==> config.mk <==
export PLATFORM = sky130hd
export DESIGN_NAME = prbs11_gen_g4
export DESIGN_NICKNAME = d
export VERILOG_FILES = /design/src/rtl/usb4_prbs_pkg.sv /design/src/rtl/prbs11_lfsr.sv /design/src/rtl/prbs11_gen_g4.sv
export SDC_FILE = /design/constraint.sdc
export NUM_CORES = 1
export LEC_CHECK = 0
export CAP_MARGIN = 5
export CORE_MARGIN = 4
export CORE_UTILIZATION = 56
export CTS_CLUSTER_SIZE = 10
export DETAILED_ROUTE_END_ITERATION = 16
export PLACE_DENSITY = 0.78
export SYNTH_ARGS = -nofsm -noshare
export SYNTH_HDL_FRONTEND = slang
export SYNTH_SLANG_ARGS = --single-unit
==> constraint.sdc <==
create_clock -name clk -period 2.4 [get_ports clk]
set_clock_uncertainty 0.15 [all_clocks]
set_input_delay 0.48 -clock clk [delete_from_list [all_inputs] [get_ports clk]]
set_output_delay 0.48 -clock clk [all_outputs]
set_load 0.02 [all_outputs]
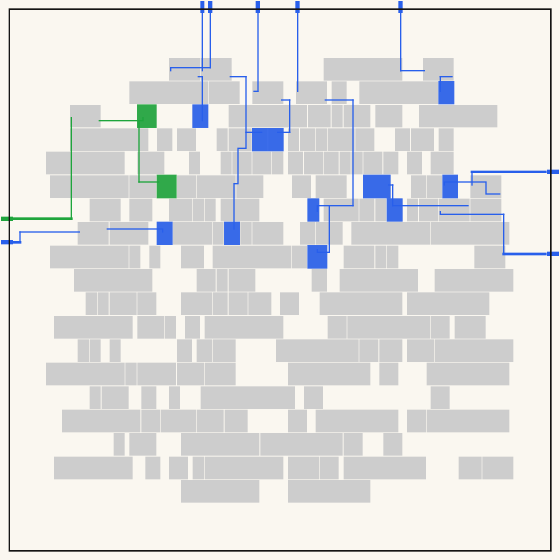
(nets reached from selected ports)
- green: enable (bits 1; direction input; edge left; end cells 2; buffers 1; wire 33.2 microns)
- blue: os_count (bits 8; direction input; edge 5 top, 2 right, 1 left; end cells 11; buffers 8; wire 173 microns)
IO buf count: 15
count of pins on the block boundary: 16

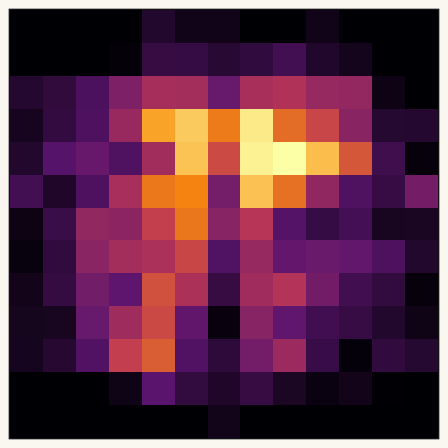
(signal metal coverage by tile)
13 x 13 tiles, from black (low) to pale yellow (high), scaled to the fullest tile. Values are wire area over tile area, all layers added.
- densest ninth of the die: middle
- nearly empty tiles: 21%
- tiles over half the peak: 14%
- fullest tile: 0.56
- mean over tiles: 0.13
- emptiest ninth of the die: bottom right
Routed Wire Length: 3.25 mm
Routed wire per std cell: 15.3 microns
all-layer global routing usage: 18.8%
number of vias after detailed routing: 1276

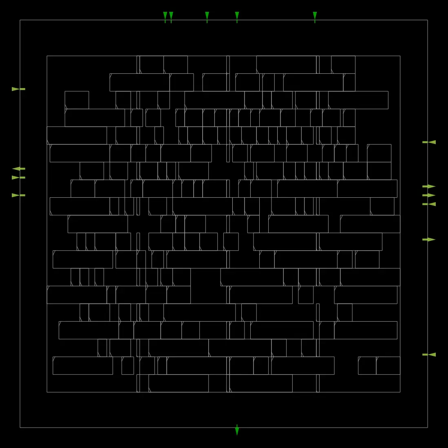
(placed standard cells)
number of placement rows: 19
final non-filler cell total: 213
Final Util: 68.8%
layout filler cell count: 218
Seq Cell Count: 35

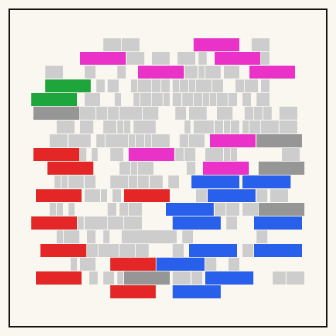
(register map, names as in the netlist)
Other sequential cells in the stronger grey, the rest of the logic in the fainter grey.
- blue: u_lfsr.state_o (sequential cells 11)
- red: bit_idx_q (sequential cells 9)
- magenta: rem_q (sequential cells 8)
- green: state_q (sequential cells 2)
flip-flop and latch area: 890 sq um
Sequential Power: 667 uW
proportion of cell area occupied by registers: 46.1%

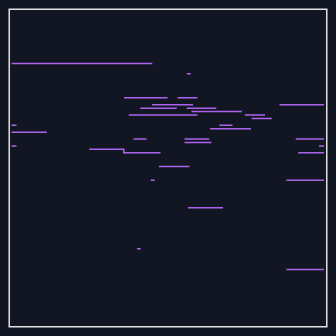
(the metal 3 layer)
- wire length on this layer: 182 microns
- longest straight run: 27.6 microns
- share of all routed wire: 5.6%
- main direction: horizontal
- nets with wire on the layer: 25
GR Util met3: 5.04%

==> results.txt <==
fresh numbers from the pnr run: vias per inst 5.99, mux cell area share after synthesis 1.20%, most used cells in the layout excluding fill and tap cells sky130_fd_sc_hd__dfrtp_1 (24), sky130_fd_sc_hd__nor2_1 (19), sky130_fd_sc_hd__clkdlybuf4s50_1 (15), cell taking the most area after synthesis sky130_fd_sc_hd__dfrtp_1, highest-power group registers, clock root cell sky130_fd_sc_hd__clkbuf_4, detailed-routed wire length on met3 approximately 180 microns, Leakage 0.000817 uW, highest routed metal layer met4, Int Pwr about 930 uW, part of the power in the clock network between 30% and 40%, relative slew slack 60.6%, DR iter-0 viols 98, delay-heaviest family, CP simple AND/OR/NAND/NOR gates, largest incremental delay on the critical path 0.45 ns, final-layout setup total negative slack 0 ns, Non-clk invs 7, Core Density at Floorplan 59.6%, fraction of the cycle the final worst path needs 88.2%, power in combinational cells 167 uW, Ant. Diodes 0, number of flip-flops in the largest register 11, later-pin clock latency in the skew report 0.35 ns, count of flip-flops with a built-in enable after synthesis 0, Final Max Tran Viols 0, required time at the worst-slack endpoint 2.53 ns, outcome complete, no violations
Power figures rest on the tool's default switching activity, not on a simulated workload.
